$ cat src/rtl/apb_master.sv
// APB master bridge: one host command at a time in, one APB transfer out,
// one response back, with an optional ACCESS-phase wait timeout.
module apb_master #(
    parameter int unsigned TIMEOUT = 16
) (
    input  logic        pclk,
    input  logic        presetn,

    input  logic        cmd_valid,
    output logic        cmd_ready,
    input  logic        cmd_write,
    input  logic [11:0] cmd_addr,
    input  logic [31:0] cmd_wdata,
    input  logic [3:0]  cmd_strb,

    output logic        rsp_valid,
    input  logic        rsp_ready,
    output logic [31:0] rsp_rdata,
    output logic        rsp_slverr,
    output logic        rsp_timeout,

    output logic        psel,
    output logic        penable,
    output logic        pwrite,
    output logic [11:0] paddr,
    output logic [31:0] pwdata,
    output logic [3:0]  pstrb,
    input  logic        pready,
    input  logic        pslverr,
    input  logic [31:0] prdata
);

    typedef enum logic [1:0] {
        IDLE   = 2'd0,
        SETUP  = 2'd1,
        ACCESS = 2'd2,
        RESP   = 2'd3
    } state_t;

    localparam bit         TMO_EN    = (TIMEOUT != 0);
    localparam logic [7:0] WAIT_LAST = TMO_EN ? 8'(TIMEOUT - 1) : 8'd0;

    state_t     state;
    logic [7:0] wait_cnt;
    logic       timeout_hit;

    // The abort fires on the ACCESS cycle whose count equals TIMEOUT-1, i.e.
    // after exactly TIMEOUT ACCESS cycles with pready low.
    assign timeout_hit = TMO_EN && (wait_cnt == WAIT_LAST);

    // NOTE: all state and registered outputs use non-blocking assignments and
    // an asynchronous reset, so every output is a flop with a defined value
    // the instant presetn falls.
    always_ff @(posedge pclk or negedge presetn) begin
        if (!presetn) begin
            state       <= IDLE;
            wait_cnt    <= 8'd0;
            cmd_ready   <= 1'b1;
            psel        <= 1'b0;
            penable     <= 1'b0;
            pwrite      <= 1'b0;
            paddr       <= 12'd0;
            pwdata      <= 32'd0;
            pstrb       <= 4'd0;
            rsp_valid   <= 1'b0;
            rsp_rdata   <= 32'd0;
            rsp_slverr  <= 1'b0;
            rsp_timeout <= 1'b0;
        end else begin
            case (state)
                IDLE: begin
                    if (cmd_valid) begin
                        state     <= SETUP;
                        cmd_ready <= 1'b0;
                        psel      <= 1'b1;
                        pwrite    <= cmd_write;
                        paddr     <= cmd_addr;
                        pwdata    <= cmd_wdata;
                        // Reads never present byte strobes to the completer.
                        pstrb     <= cmd_write ? cmd_strb : 4'd0;
                    end
                end

                SETUP: begin
                    state    <= ACCESS;
                    penable  <= 1'b1;
                    wait_cnt <= 8'd0;
                end

                ACCESS: begin
                    if (pready) begin
                        state       <= RESP;
                        psel        <= 1'b0;
                        penable     <= 1'b0;
                        rsp_valid   <= 1'b1;
                        rsp_rdata   <= pwrite ? 32'd0 : prdata;
                        rsp_slverr  <= pslverr;
                        rsp_timeout <= 1'b0;
                    end else if (timeout_hit) begin
                        state       <= RESP;
                        psel        <= 1'b0;
                        penable     <= 1'b0;
                        rsp_valid   <= 1'b1;
                        rsp_rdata   <= 32'd0;
                        rsp_slverr  <= 1'b1;
                        rsp_timeout <= 1'b1;
                    end else begin
                        wait_cnt <= wait_cnt + 8'd1;
                    end
                end

                RESP: begin
                    if (rsp_ready) begin
                        state     <= IDLE;
                        rsp_valid <= 1'b0;
                        cmd_ready <= 1'b1;
                    end
                end

                default: begin
                    state <= IDLE;
                end
            endcase
        end
    end

endmodule

$ cat config.mk
export PLATFORM = sky130hd
export DESIGN_NAME = apb_master
export DESIGN_NICKNAME = d
export VERILOG_FILES = /design/src/rtl/apb_master.sv
export SDC_FILE = /design/constraint.sdc
export NUM_CORES = 1
export LEC_CHECK = 0
export CORE_ASPECT_RATIO = 0.9
export CORE_MARGIN = 2
export CORE_UTILIZATION = 30
export DETAILED_ROUTE_END_ITERATION = 12
export GPL_ROUTABILITY_DRIVEN = 0
export GPL_TIMING_DRIVEN = 0
export HOLD_SLACK_MARGIN = 0.1
export SLEW_MARGIN = 20
export SYNTH_ARGS = -nofsm -noshare
export SYNTH_HDL_FRONTEND = slang
export SYNTH_SLANG_ARGS = --single-unit
$ cat constraint.sdc
create_clock -name pclk -period 2 [get_ports pclk]
set_input_delay 0.4 -clock pclk [delete_from_list [all_inputs] [get_ports pclk]]
set_output_delay 0.4 -clock pclk [all_outputs]
set_load 0.02 [all_outputs]
==> results.py, run 1 <==
# Metrics from the implementation run
metrics = {
    "placed_design": {
        "placed_cells": 618,
        "place_area_um2": 5840,
        "io_buffers": 173,
    },
    "finish": {
        "logic_area_um2": 1340,
        "areaGrowthSynthToFinish_pct": 60.7,
        "flop_area_um2": 2430,
        "clkbuf_count": 11,
        "fillers": 1137,
        "seq_cells": 97,
        "drive_above_1_share": 0.185,
    },
    "setup_path": {
        "r2r_cells": 5,
        "setup.worst_path.class": "register to register",
        "required_ns": 2.23,
        "cp-endpoint": "state[1]$_DFFE_PN0P_",
        "critPathMaxStageDelay_ns": 0.50,
        "r2r_start": "wait_cnt[0]$_DFFE_PN0P_",
        "r2r-end": "state[1]$_DFFE_PN0P_",
        "crit_buf_inv": 0,
        "critPathLaunchType": "register",
    },
    "logic_synthesis": {
        "ys_seq_share": 0.627,
        "yosys.area.top_type": "dfrtp_1",
        "fp_nets": 372,
        "ys_cells": 280,
        "ys_ff": 97,
        "ys_warn_count": 0,
    },
    "worst_hold_path": {
        "holdPathEnd": "pstrb[2]$_DFFE_PN0P_",
        "timing.hold.worst.class": "register to register",
    },
    "pwr": {
        "p_switching_mw": 3.54,
        "power.clock.fraction": 0.192,
        "powerClk_mw": 1.94,
    },
    "final_timing": {
        "setup_violations": 0,
        "fmax_ghz": 0.517,
        "hold_slack_ns": 0.479,
    },
    "clock_network": {
        "clock.latency.late_pin_ns": 0.35,
        "cts.clk_slew.worst_paths_ns": 0.07,
        "cts_root_buffer": "clkbuf_16",
    },
    "outcome": {
        "status": "completed",
    },
    "route": {
        "detail_route.wl_per_cell_um": 15.7,
    },
    "global_routing": {
        "grt_max_degree": 60,
    },
}
run 1: synthesized netlist by cell type (3+ instances only):
master and n:
dfrtp_1 96, nand3_1 7, o21ai_0 6, ha_1 5, clkbuf_1 10, nand4_1 3
a21oi_1 5, nand2b_1 6, nor2_1 5, a22o_1 31, mux2_2 46, nand2_1 19
buf_6 3, inv_1 7
run 1: layout by cell type (no fill, tap or decap), types with 2 or more instances in the layout:
cell,netlist,final
clkdlybuf4s50_1,0,172
dfrtp_1,96,96
mux2_2,46,46
a22o_1,31,31
nand2_1,19,19
clkbuf_16,0,9
inv_1,7,7
nand3_1,7,7
o21ai_0,6,6
nand2b_1,6,6
buf_4,0,5
nor2_1,5,5
clkbuf_1,10,5
a21oi_1,5,5
ha_1,5,5
clkbuf_2,0,4
buf_6,3,4
nand4_1,3,3
mux2i_1,2,2
o221ai_1,2,2
o211ai_1,2,2
o311ai_0,2,2
a22o_2,2,2
a31oi_1,2,2
clkbuf_8,0,2
inv_6,0,2
bufinv_16,0,2
run 1: cells by family after synthesis:
group	synth area share
compound gates	0.124
fa+ha+maj	0.0161
simple gates	0.0678
buf+inv	0.0265
flops	0.627
mux	0.139
run 1: sequential cells by signal, summed over array words and instances, names as in the netlist:
name	flops
cmd_ready	1
paddr	12
penable	1
psel	1
pstrb	4
pwdata	32
pwrite	1
rsp_rdata	32
rsp_slverr	1
rsp_timeout	1
rsp_valid	1
state	2
wait_cnt	8
run 1: per-layer routing:
metal  vias up  global-route usage  wire [um]
met5         -                   0          0
met4         0              0.0500        131
met3        13              0.0815       1070
met2       131               0.232       4680
met1      1450               0.176       4160
li1       1398                   -          -
run 1: timing repair:
item	CTS	global route
pin swaps	1	0
buffers inserted	4	0
endpoints found under the hold margin	37	0
hold buffers	1	0
gates resized	4	5
setup endpoints to repair	71	6
**Run 1: clock network drawn from the DEF**

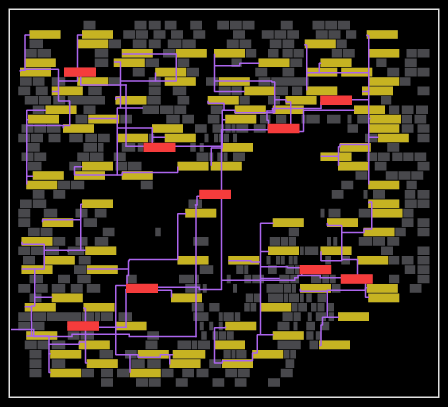
[clock wires] purple | length: 1310 um
[flip-flops] yellow | count: 97
[clock drivers] red | count: 9
routed clock nets	10
flops lie	spread over the die

**Run 1: local utilization**

12 x 11 tiles, from dark blue (low) to red (high), 0 to 100% covered.
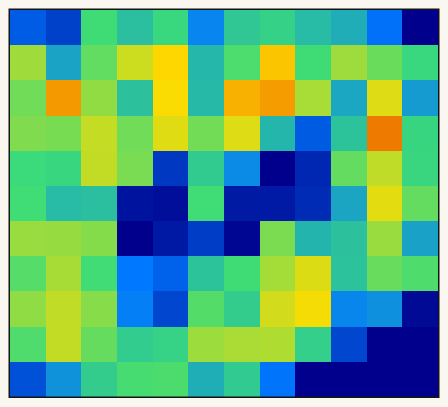
tiles over 75% full	4.5%
densest ninth of the die	north
mean over tiles	44%
core area: 12600 um^2
final core utilization: 0.493
Starting Density: 0.307

**Run 1: wiring by layer**

Bar = 20 um.
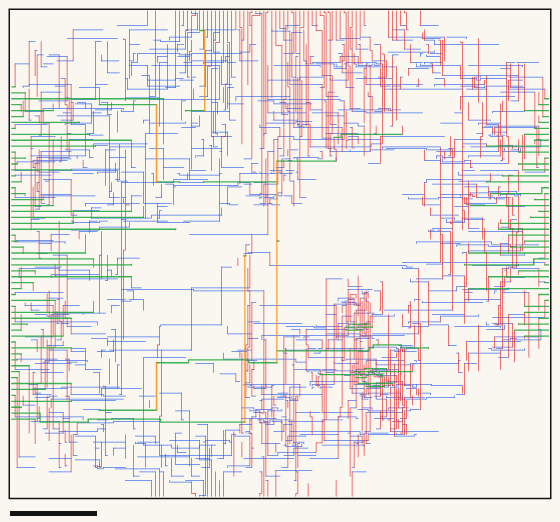
layer	colour	wire length
metal 3	green	1070 um
metal 1	blue	4160 um
metal 2	red	4680 um
metal 4	orange	131 um

**Run 1: congestion heat map**

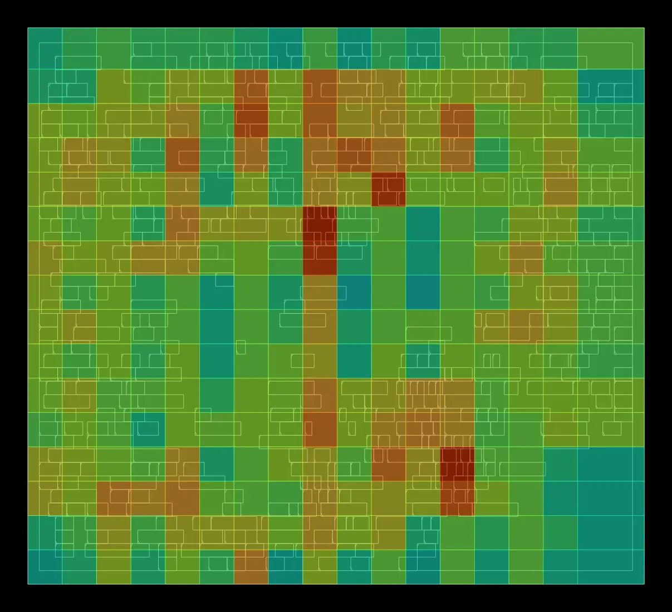

==> run 2, diff against run 1 <==
Settings changed: ABC_AREA from default to 1.
**Run 2: congestion heat map**

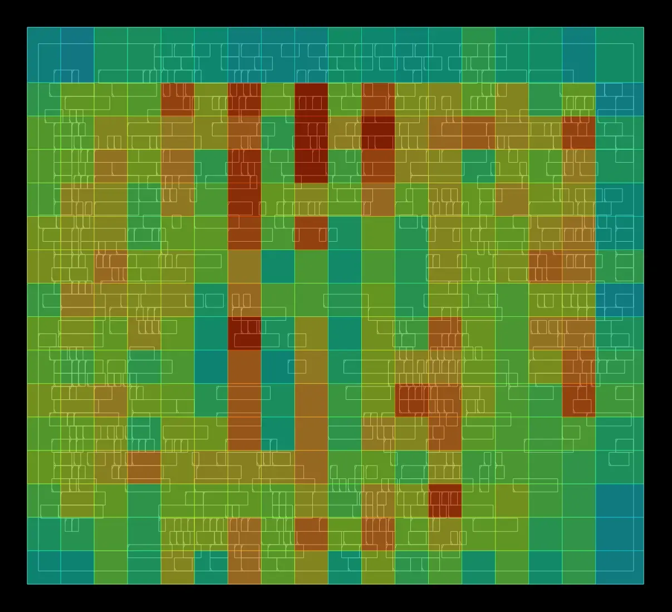
global-route met2 utilization: 0.274
Routed WL per cell: 13.8 um
final core utilization: 0.480
GRT met3 Usage: 0.0703

**Run 2: local utilization**

13 x 11 tiles, from dark blue (low) to red (high), 0 to 100% covered.
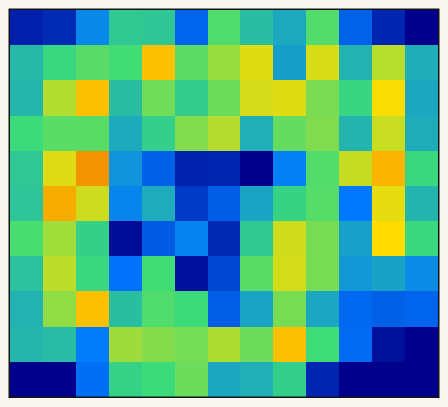
tiles over 75% full	4.9%
emptiest ninth of the die	south-east
fullest tile	83%
mean over tiles	42%
nearly empty tiles	5.6%

**Run 2: clock network drawn from the DEF**

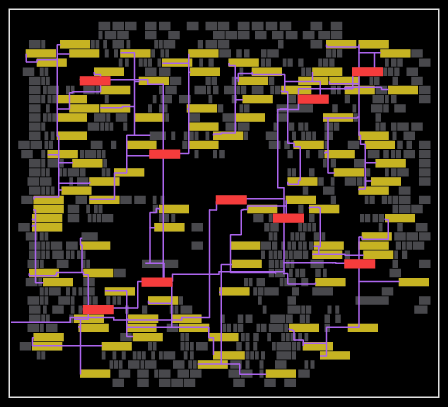
[clock wires] purple | length: 1350 um
[clock drivers] red | count: 9
[flip-flops] yellow | count: 97
flops lie	spread over the die
routed clock nets	10

==> run 2 against run 1 <==
Net effect:
- hold slack improved by 0.00083 ns
- sequential cell count unchanged
- register-to-register slack improved by 0.23 ns
- combinational power about the same
- power decreased by 0.24%
- clock power about the same
- sequential share of layout area decreased by 1.1 points
- final area increased by 3.0%
- synthesized area increased by 5.8%
- utilization decreased by 1.3 points
- cell count increased by 31%
- die area increased by 5.6%
==> results.py, run 2 <==
# Metrics from the implementation run
metrics = {
    "logic_synthesis": {
        "yosys.area_share.adder": 0.0153,
        "ys_warn_count": 0,
        "ys_seq_share": 0.592,
        "most_common_cell": "nand2_1",
        "common_cells": "nand2_1 (214), dfrtp_1 (96), nand3_1 (76), inv_1 (20)",
        "yosys.area.top_type": "dfrtp_1",
        "fp_nets": 568,
        "ys_ff": 97,
        "ys_cells": 476,
        "aoi_share": 0.0305,
        "mux_share": 0,
    },
    "clock_network": {
        "cts.clk_slew.worst_paths_ns": 0.06,
        "clock.latency.late_pin_ns": 0.35,
        "cts_setup_buffers": 0,
    },
    "finish": {
        "areaGrowthSynthToFinish_pct": 56.4,
        "reg.largest.list": "pwdata: 32 flops, rsp_rdata: 32 flops, paddr: 12 flops",
        "fillers": 1242,
        "final_common_cell": "nand2_1",
        "clkbuf_count": 12,
        "seq_cells": 97,
        "drive_above_1_share": 0.0585,
        "logic_area_um2": 1480,
    },
    "placed_design": {
        "io_buffers": 173,
        "place_area_um2": 6070,
    },
    "floorplanning": {
        "core_um2": 13400,
        "fp_util": 0.307,
    },
    "pwr": {
        "power.clock.fraction": 0.190,
        "powerClk_mw": 1.91,
    },
    "setup_path": {
        "required_ns": 1.60,
        "setup.worst_path.class": "register to output pin",
        "r2r_cells": 6,
        "crit_buf_inv": 1,
        "r2r-end": "rsp_rdata[20]$_DFFE_PN0P_",
    },
    "global_routing": {
        "grt_max_degree": 54,
    },
    "worst_hold_path": {
        "timing.hold.worst.class": "register to register",
        "holdPathEnd": "pwdata[1]$_DFFE_PN0P_",
    },
    "outcome": {
        "status": "completed",
    },
}
[run 2: how the worst max path moves through the flow]
stage / startpoint / to / slack (ns) / depth (start not counted)
6_report: cmd_ready$_DFFE_PN1P_ / cmd_ready / 0.11 / 1
4_1_cts: cmd_ready$_DFFE_PN1P_ / cmd_ready / 0.10 / 1
3_5_place_dp: cmd_valid / pwdata[24]$_DFFE_PN0P_ / -0.07 / 7
3_3_place_gp: presetn / pwdata[11]$_DFFE_PN0P_ / -3.22 / 1
2_1_floorplan: state[0]$_DFFE_PN0P_ / rsp_rdata[15]$_DFFE_PN0P_ / 0.60 / 7
5_1_grt: cmd_ready$_DFFE_PN1P_ / cmd_ready / 0.08 / 1
[run 2: metrics by stage]
stage                     std cells  total power, mW  utilization
after floorplan                 476             5.82            -
after global placement          817             8.13        0.452
after detailed placement        818             8.22        0.454
after CTS                       835             10.2        0.480
after global routing            835             10.8        0.480
final                           835             10.1        0.480
[run 2: kinds of logic (layout without fill, tap and decap cells)]
kind of cell | after synthesis | count (layout)
flip-flops | 97 | 97
AND/OR/NAND/NOR | 308 | 308
adder cells (fa/ha/maj) | 5 | 5
buffers and inverters | 44 | 235
AND-OR/OR-AND | 22 | 22
[run 2: routing by layer]
layer	part of all wire	track usage	vias up
met5	0	0	-
met4	0.018	0.0564	0
met3	0.092	0.0703	14
met2	0.47	0.274	119
met1	0.42	0.194	1747
li1	-	-	1873
[run 2: timing repair]
item                                   CTS  global route
hold buffers                             1             0
gates resized                            0             1
endpoints found under the hold margin   44             0
setup endpoints to repair                0             4
[run 2: worst register-to-register path: stages (launching register included)]
cell	delay [ns]
dfrtp_1	0.38
inv_1	0.09
ha_1	0.25
nand2_1	0.29
clkbuf_1	0.43
nand3_1	0.13
nand2_1	0.08
**Run 2: selected gate families**

Bar = 50 um.
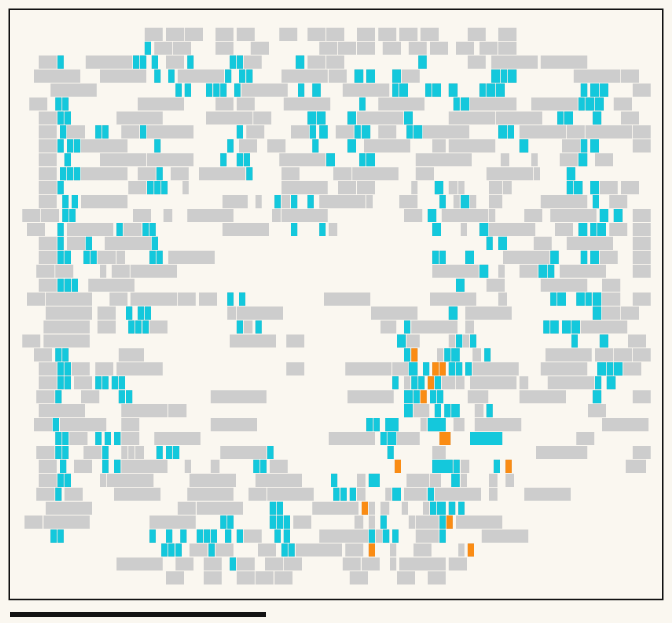

==> run 3, diff against run 2 <==
Settings changed: MAX_ROUTING_LAYER from default to met4, REMOVE_ABC_BUFFERS from default to 1.
**Run 3: selected gate families**

Bar = 50 um.
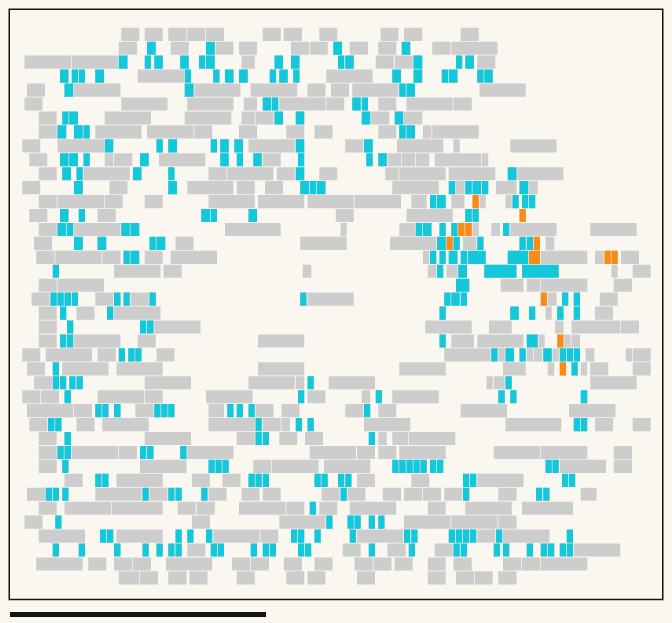
family	colour	cells	most used	where
nor cells	orange	12	nor2_1	east
nand cells	cyan	294	nand2_1	spread over the die
combinational fraction of the cell area: 0.236
fin cells: 817
Top cell excl fill/tap: nand2_1

**Run 3: wiring by layer**

Bar = 50 um.
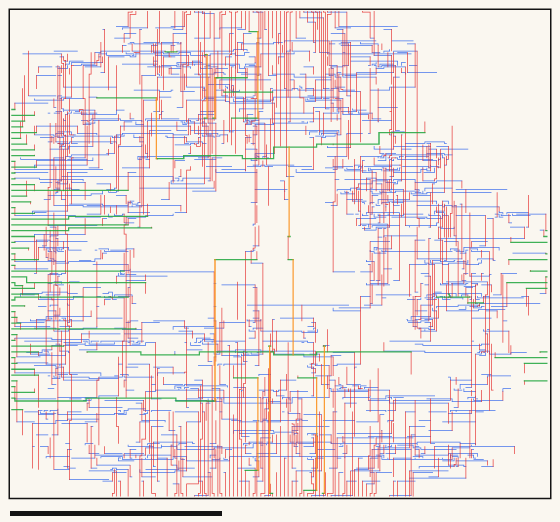
layer	colour	wire length
metal 2	red	5560 um
metal 1	blue	4940 um
metal 4	orange	254 um
metal 3	green	728 um

**Run 3: clock network drawn from the DEF**

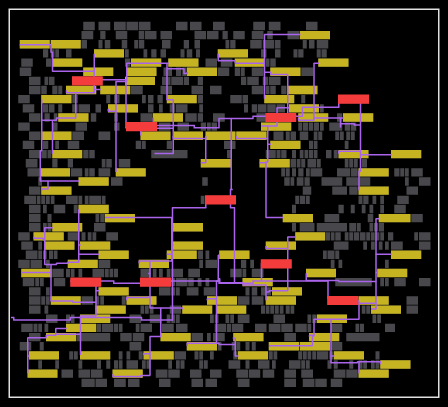
[clock wires] purple | length: 1300 um
[flip-flops] yellow | count: 97
[clock drivers] red | count: 9
routed clock nets	10
clk_lat worst skew: 0.34 ns
clock skew: 0.00568 ns
Clk power: 1.89 mW
Clk network pwr share: 0.188

==> run 3 against run 2 <==
Net effect:
- critical path depth is the same
- highest routed layer unchanged
- cell count is 2.2% lower
- synthesized area did not move
- utilization shrank 0.15 points
- clock power barely moved
- worst setup slack gained 0.024 ns
- via count fell by 1.4%
- die area is the same
==> results.py, run 3 <==
# Metrics from the implementation run
metrics = {
    "logic_synthesis": {
        "yosys.area.top_type": "dfrtp_1",
        "most_common_cell": "nand2_1",
        "ys_cells": 476,
        "synth_async_sr_flop_share": 1.00,
        "ys_seq_share": 0.592,
        "ys_ff": 97,
    },
    "finish": {
        "drive_above_1_share": 0.0586,
        "layout_top_cells": "nand2_1 (212), clkdlybuf4s50_1 (172), dfrtp_1 (96), nand3_1 (76), inv_1 (18)",
        "fillers": 1257,
        "reg.largest.list": "pwdata: 32 flops, rsp_rdata: 32 flops, paddr: 12 flops",
        "final_util": 0.478,
        "areaGrowthSynthToFinish_pct": 55.9,
    },
    "placed_design": {
        "io_buffers": 173,
        "placed_cells": 795,
        "place_area_um2": 5980,
    },
    "clock_network": {
        "cts.clk_slew.worst_paths_ns": 0.07,
        "numCtsBuffers": 9,
        "cts.htree.levels": 3,
        "cts_root_buffer": "clkbuf_16",
    },
    "pwr": {
        "fin_total_pwr_mw": 10.0,
    },
    "final_timing": {
        "hold_slack_ns": 0.462,
        "fmax_ghz": 0.537,
        "setup_violations": 0,
    },
    "floorplanning": {
        "core_um2": 13400,
        "fp_util": 0.307,
    },
    "route": {
        "detail_route.wl_per_cell_um": 14.0,
        "wl_met2_um": 5560,
        "met1_length_um": 4940,
        "wl_met3_um": 727,
        "dr.max_layer_used": "met4",
        "avgViaCountPerCell": 4.53,
    },
    "setup_path": {
        "setup.worst_path.class": "register to output pin",
        "crit_buf_inv": 1,
        "critPathMaxStageDelay_ns": 0.59,
        "critPathSlowestCell": "clkdlybuf4s50_1",
        "critPathLaunchType": "register",
        "required_ns": 1.60,
    },
    "outcome": {
        "status": "completed",
    },
    "global_routing": {
        "grt_pass1_wl_um": 18800,
    },
    "worst_hold_path": {
        "timing.hold.worst.class": "input port to asynchronous set/reset pin",
    },
}
==> run 3: cell counts after synthesis <==
No cell type changed its count.
==> run 3: layout make-up <==
class,count,area [um^2],area share
Sequential cell,97,2430,0.380
Timing Repair Buffer,180,1830,0.286
Multi-Input combinational cell,335,1510,0.236
Clock buffer,9,225,0.0352
Tap cell,168,210,0.0329
Clock inverter,7,101,0.0159
Inverter,20,83.8,0.0131
Timing Repair inverter,1,7.51,0.00117
==> run 3: repair_timing <==
item,CTS,global route
cloned,1,0
hold buffers,1,0
pin swaps,0,0
resized,5,3
buffers inserted,2,2
endpoints found under the setup margin,85,34
endpoints found under the hold margin,19,0
==> run 3: cell families after synthesis <==
logic type      count (synthesis)  share of synthesized area
flops                          97                      0.592
compound gates                 22                     0.0305
simple gates                  308                      0.315
buf+inv                        44                     0.0473
fa+ha+maj                       5                     0.0153
==> run 3: worst paths after layout <==
check                                            start                      to  cells after the start  slack [ns]
max in group asynchronous                      presetn   cmd_ready$_DFFE_PN1P_                      3        0.88
worst min-delay path                           presetn   pwdata[3]$_DFFE_PN0P_                      2        0.46
worst min register to register  pwdata[14]$_DFFE_PN0P_  pwdata[14]$_DFFE_PN0P_                      2        0.48
min in group pclk               pwdata[14]$_DFFE_PN0P_  pwdata[14]$_DFFE_PN0P_                      2        0.48
worst max-delay path             cmd_ready$_DFFE_PN1P_               cmd_ready                      1        0.14
worst max register to register    state[0]$_DFFE_PN0P_      pwrite$_DFFE_PN0P_                      5        0.19
==> run 3: power by group <==
part	total [mW]	switching [mW]	internal (mW)
registers	3.30	0.477	2.82
clock network	1.89	0.782	1.11
logic	4.85	2.70	2.15
==> run 3: layer usage <==
layer / vias to the layer above / track usage
met3: 22 / 0.0624
met4: 0 / 0.0513
met1: 1742 / 0.208
met2: 98 / 0.258
li1: 1838 / -
met5: - / -
Power is estimated from default activity; no workload was simulated.
